`src/rtl/control_hazard_vec.sv`:
```
// Front-end pipeline sequencer: load-use bubbles, multi-cycle vector op holds
// and taken-branch flushes for the PC, IF/ID and ID/EX registers.
`timescale 1ns/1ps
module control_hazard_vec #(
    parameter int REG_AW = 3,
    parameter int VLEN   = 4,
    parameter int CNT_W  = 16,
    localparam int EW    = (VLEN > 1) ? $clog2(VLEN) : 1
) (
    input  logic              clk,
    input  logic              reset_n,
    input  logic              id_valid,
    input  logic [REG_AW-1:0] id_rs1,
    input  logic              id_rs1_used,
    input  logic [REG_AW-1:0] id_rs2,
    input  logic              id_rs2_used,
    input  logic              id_src_vec,
    input  logic              id_vec_op,
    input  logic [REG_AW-1:0] ex_rd,
    input  logic              ex_rd_vec,
    input  logic              ex_load,
    input  logic              mem_branch_taken,
    input  logic              stat_clr,
    output logic              pc_en,
    output logic              ifid_en,
    output logic              ifid_flush,
    output logic              idex_en,
    output logic              idex_bubble,
    output logic              vec_busy,
    output logic [EW-1:0]     elem_idx,
    output logic [CNT_W-1:0]  stall_count
);

    typedef enum logic {ST_RUN, ST_VEC} state_t;

    localparam logic [EW-1:0] ELEM_LAST = EW'(VLEN - 1);
    localparam logic          VEC_MULTI = (VLEN > 1);

    state_t           r_state;
    logic [EW-1:0]    r_elem_idx;
    logic [CNT_W-1:0] r_stall_count;

    logic w_rs1_hit;
    logic w_rs2_hit;
    logic w_haz;
    logic w_vec_issue;

    assign w_rs1_hit = id_rs1_used && (id_rs1 == ex_rd);
    assign w_rs2_hit = id_rs2_used && (id_rs2 == ex_rd);
    assign w_haz     = id_valid && ex_load && (ex_rd_vec == id_src_vec) && (w_rs1_hit || w_rs2_hit);

    // A vector op leaves element 0 in the issue cycle; only the remaining
    // elements need the front end held.
    assign w_vec_issue = (r_state == ST_RUN) && !mem_branch_taken && !w_haz &&
                         id_valid && id_vec_op && VEC_MULTI;

    // NOTE: every output gets a default first so no path through the
    // if/else chain can leave one unassigned and infer a latch.
    always_comb begin
        pc_en       = 1'b0;
        ifid_en     = 1'b0;
        ifid_flush  = 1'b0;
        idex_en     = 1'b0;
        idex_bubble = 1'b0;
        vec_busy    = 1'b0;
        if (!reset_n) begin
            ifid_flush  = 1'b1;
            idex_bubble = 1'b1;
        end else if (mem_branch_taken) begin
            pc_en       = 1'b1;
            ifid_en     = 1'b1;
            ifid_flush  = 1'b1;
            idex_en     = 1'b1;
            idex_bubble = 1'b1;
            vec_busy    = (r_state == ST_VEC);
        end else if (r_state == ST_VEC) begin
            vec_busy    = 1'b1;
        end else if (w_haz) begin
            idex_en     = 1'b1;
            idex_bubble = 1'b1;
        end else begin
            pc_en       = 1'b1;
            ifid_en     = 1'b1;
            idex_en     = 1'b1;
        end
    end

    // NOTE: sequential state uses non-blocking assignments so every register
    // samples the pre-edge values regardless of statement order.
    always_ff @(posedge clk or negedge reset_n) begin
        if (!reset_n) begin
            r_state    <= ST_RUN;
            r_elem_idx <= '0;
        end else if (mem_branch_taken) begin
            r_state    <= ST_RUN;
            r_elem_idx <= '0;
        end else begin
            case (r_state)
                ST_RUN: begin
                    if (w_vec_issue) begin
                        r_state    <= ST_VEC;
                        r_elem_idx <= EW'(1);
                    end
                end
                ST_VEC: begin
                    if (r_elem_idx == ELEM_LAST) begin
                        r_state    <= ST_RUN;
                        r_elem_idx <= '0;
                    end else begin
                        r_elem_idx <= r_elem_idx + EW'(1);
                    end
                end
                default: begin
                    r_state    <= ST_RUN;
                    r_elem_idx <= '0;
                end
            endcase
        end
    end

    // Clear wins over a same-cycle stall; the count sticks at all-ones.
    always_ff @(posedge clk or negedge reset_n) begin
        if (!reset_n) begin
            r_stall_count <= '0;
        end else if (stat_clr) begin
            r_stall_count <= '0;
        end else if (!pc_en && (r_stall_count != {CNT_W{1'b1}})) begin
            r_stall_count <= r_stall_count + CNT_W'(1);
        end
    end

    assign elem_idx    = r_elem_idx;
    assign stall_count = r_stall_count;

endmodule

```
`config.mk`:
```
export PLATFORM = sky130hd
export DESIGN_NAME = control_hazard_vec
export DESIGN_NICKNAME = d
export VERILOG_FILES = /design/src/rtl/control_hazard_vec.sv
export SDC_FILE = /design/constraint.sdc
export NUM_CORES = 1
export LEC_CHECK = 0
export CAP_MARGIN = 20
export CORE_UTILIZATION = 43
export DETAILED_ROUTE_END_ITERATION = 12
export PLACE_DENSITY = 0.78
export SLEW_MARGIN = 20
export SYNTH_ARGS = -nofsm -noshare
export SYNTH_HDL_FRONTEND = slang
export SYNTH_SLANG_ARGS = --single-unit
export TNS_END_PERCENT = 50
```
`constraint.sdc`:
```
create_clock -name clk -period 2.5 [get_ports clk]
set_clock_uncertainty 0.1 [all_clocks]
set_input_delay 0.75 -clock clk [delete_from_list [all_inputs] [get_ports clk]]
set_output_delay 0.75 -clock clk [all_outputs]
set_load 0.005 [all_outputs]
```
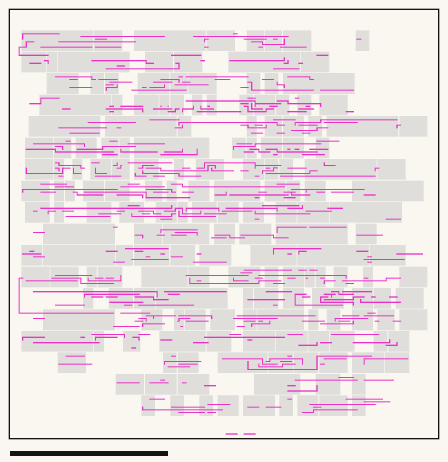
*The metal 1 layer*
Scale bar: 20 µm.
The longest straight run is 16.6 µm. The layer holds 41% of the routed length. The layer carries 1240 µm of wire. 185 nets have wire on it.

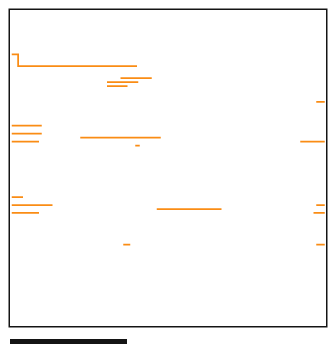
*Metal 3*
Scale bar: 20 µm.
The layer carries 97.3 µm of wire. The wires run mostly horizontal. The longest straight run is 20.2 µm. 17 nets have wire on it.

==> deck_impl_summary.md <==
Synthesis and Place & Route Summary

Power and ir drop
  – LEAKAGE: 0.7802 nW
  – Power Combinational: 0.139 mW
  – Top pwr grp: registers
  – Reg power frac: 0.522
  – Int Power: 0.4546 mW
  – Sequential Power: about 0.33 mW
  – Sw power: ~0.17 mW
  – Gate power share: 0.223
  – Total power: roughly 0.62 mW
  – Peak supply drop: 0.0003613 V
  – Sw frac: 0.2713
  – Clock network fraction of design power: 0.255

STA
  – Final hold slack: just over 0.3 ns
  – Peak Freq: ~400 MHz
  – Crit share post-route: 0.9949
  – Tmin final: roughly 2.5 ns
  – Slew at the pin closest to its max-slew limit: approximately 0.36 ns
  – TNS Setup: 0 ns
  – Final setup margin: roughly 0.013 ns
  – Setup violators final: 0
  – Max_slew headroom: 0.7568

Global route
  – Initial antenna violation count: 0
  – Met3 usage: 0.06780
  – Vias in the first global route: ~1100
  – M1 GR Usage: 0.2682
  – GRT Overall Usage: 0.2309
  – Largest net degree at the start of global routing: 16
  – GR peak layer: met2
  – GR Util met2: 0.4045
  – First-pass GRT wire length: around 4800 µm

Synth
  – Yosys Instances: around 120
  – Post-Syn Area: 0.001171 mm²
  – Synth async-reset ratio: 1.000
  – And+or+nand+nor area frac: 0.2179
  – Top cells, area: dfrtp_1, xnor2_1, xor2_1, nor2_1, a21oi_1
  – Main synth FF type: dfrtp_1
  – Flip-flops with a built-in enable: 0
  – Synth Seq Share: 0.4060
  – Mapped Avg Cell Area: about 9.7 µm²
  – Top cells by count: dfrtp_1, nor2_1, a21oi_1, xnor2_1, xor2_1
  – Area leader share: 0.4060
  – Cell taking the most area after synthesis: dfrtp_1
  – Xor/xnor share: 0.1047
  – Adder share: 0.02137
  – Post-Syn Nets: between 100 and 150
  – Ys Warns: 0
  – Mux area share: 0.03739
  – Most common cell in the netlist: dfrtp_1
  – Synthesized instance count: ~120
  – Compound Share, Synth: 0.1838

Job
  – Max_cap viols: 0

Floorplan
  – Die width: between 50 and 60 µm
  – FP Core Util: 0.4643
  – Ports: between 40 and 50
  – Tapcell Cnt: 30
  – Core ar.: between 0.002 and 0.003 mm²
  – Die Y: between 50 and 60 µm

CTS
  – Post-CTS setup buffer count: 2
  – Clock transition at the registers of the reported paths: 0.12 ns
  – CTS tree: built
  – Hold buffer count at CTS: 0
  – PostCTS Resize Cnt: 80
  – Clock Tree Buf Depth: 2
  – Clock root buffer: clkbuf_4
  – H-Tree Depth: 1

Hold path
  – HP Class: input port to async pin

Setup path
  – Crit Path Category: input port to output port
  – Critical path startpoint: id_rs1_used
  – Worst Path Buf+Inv: 2
  – Reg2reg start: stall_count[0]$_DFFE_PN0P_
  – Startpoint Class: input port
  – CP max stage cell: o211a_4
  – Crit-path leading delay family: buffers and inverters
  – Req. time, crit path: around 1.7 ns
  – Worst-path cell chain: dlygate4sd2_1, and4_4, o211a_4, nor2_4, buf_2
  – Critical-path maximum fanout: 2
  – Data arrival, critical path: between 1.5 and 2 ns
  – Worst setup EP type: output port

Final layout
  – Largest class: logic gates
  – Clk cell area share: 0.01537
  – Top cells excl fill/tap: clkdlybuf4s50_1, dfrtp_1, buf_4
  – Reg area: between 400 and 500 µm²
  – Nonclk inv count: 5
  – Logic area: just over 700 µm²
  – NonClk Buf Share: 0.2851
  – Layout net count: ~210
  – Seq area share: 0.2655
  – Most instantiated logic cell after routing: clkdlybuf4s50_1
  – Final Cell Area: about 0.0018 mm²
  – # diodes: 0
  – Layout fillers: about 210
  – #MultiIn Comb: 94
  – Layout area overhead: 52.88%
  – Seq Cell Count: 19

Drt
  – TritonRoute pass-1 iters: 4
  – Top Metal Used: met4
  – Met1 wire length: ~1200 µm
  – Initial DRC Count: 11
  – Met2 wire len: 1685 µm
  – WL met3: roughly 97 µm
  – Wirelength, routed: around 3000 µm
  – DRC errors left: 0
  – Final ANT Viol Nets: 0
  – WL/cell: around 14 µm
  – Vias per inst: ~5.4

Place
  – DP Area: 0.001729 mm²
  – # placed instances: roughly 200
  – Detailed placement HPWL: between 2000 and 2500 µm
  – Input/output buffers: between 40 and 50
  – Pre-CTS setup slack: -0.8470 ns
  – GPL Wtd Cong: approximately 0.88

Run status
  – Status: completed
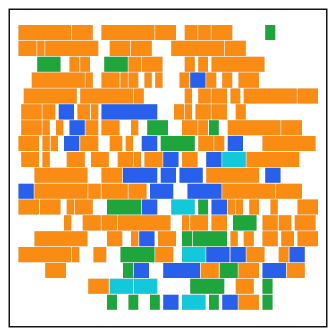
*Cells by drive strength*
Orange stands for drive 1 or less, cells 128, share 70%, most used clkdlybuf4s50_1. Cyan stands for drive 6 and up, cells 6, share 3.3%, most used buf_6. Green stands for drive 2, cells 21, share 12%, most used buf_2. Blue stands for drive 3 to 4, cells 27, share 15%, most used buf_4.

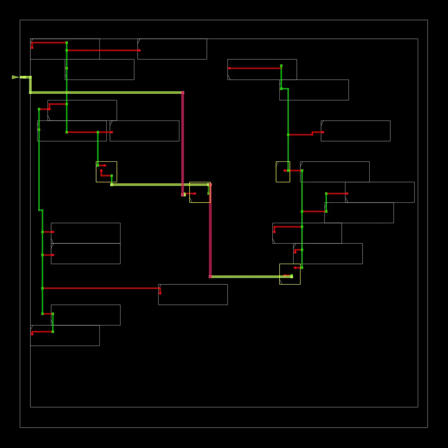
*Clock nets*
Clock Latency Late Sink: 0.31 ns
CTS Buf Count: 3
Sink Count: 19
clk pwr: 0.159 mW
clk_buf instances: 3

worst paths after layout:
| path | end | slack (ns) | cells after the start |
|---|---|---|---|
| worst min register to register | elem_idx[0]$_DFFE_PN0P_ | 0.46 | 1 |
| min in group clk | elem_idx[0]$_DFFE_PN0P_ | 0.46 | 1 |
| worst max register to register | stall_count[15]$_DFFE_PN0P_ | 0.25 | 7 |
| worst min-delay path | stall_count[0]$_DFFE_PN0P_ | 0.31 | 2 |
| worst max-delay path | ifid_en | 0.01 | 5 |
| max in group asynchronous | stall_count[11]$_DFFE_PN0P_ | 1.72 | 2 |
sequential cells by signal (all words and copies together), names as in the netlist:
register,cells
elem_idx,2
r_state,1
stall_count,16
Power and IR drop assume default switching activity.
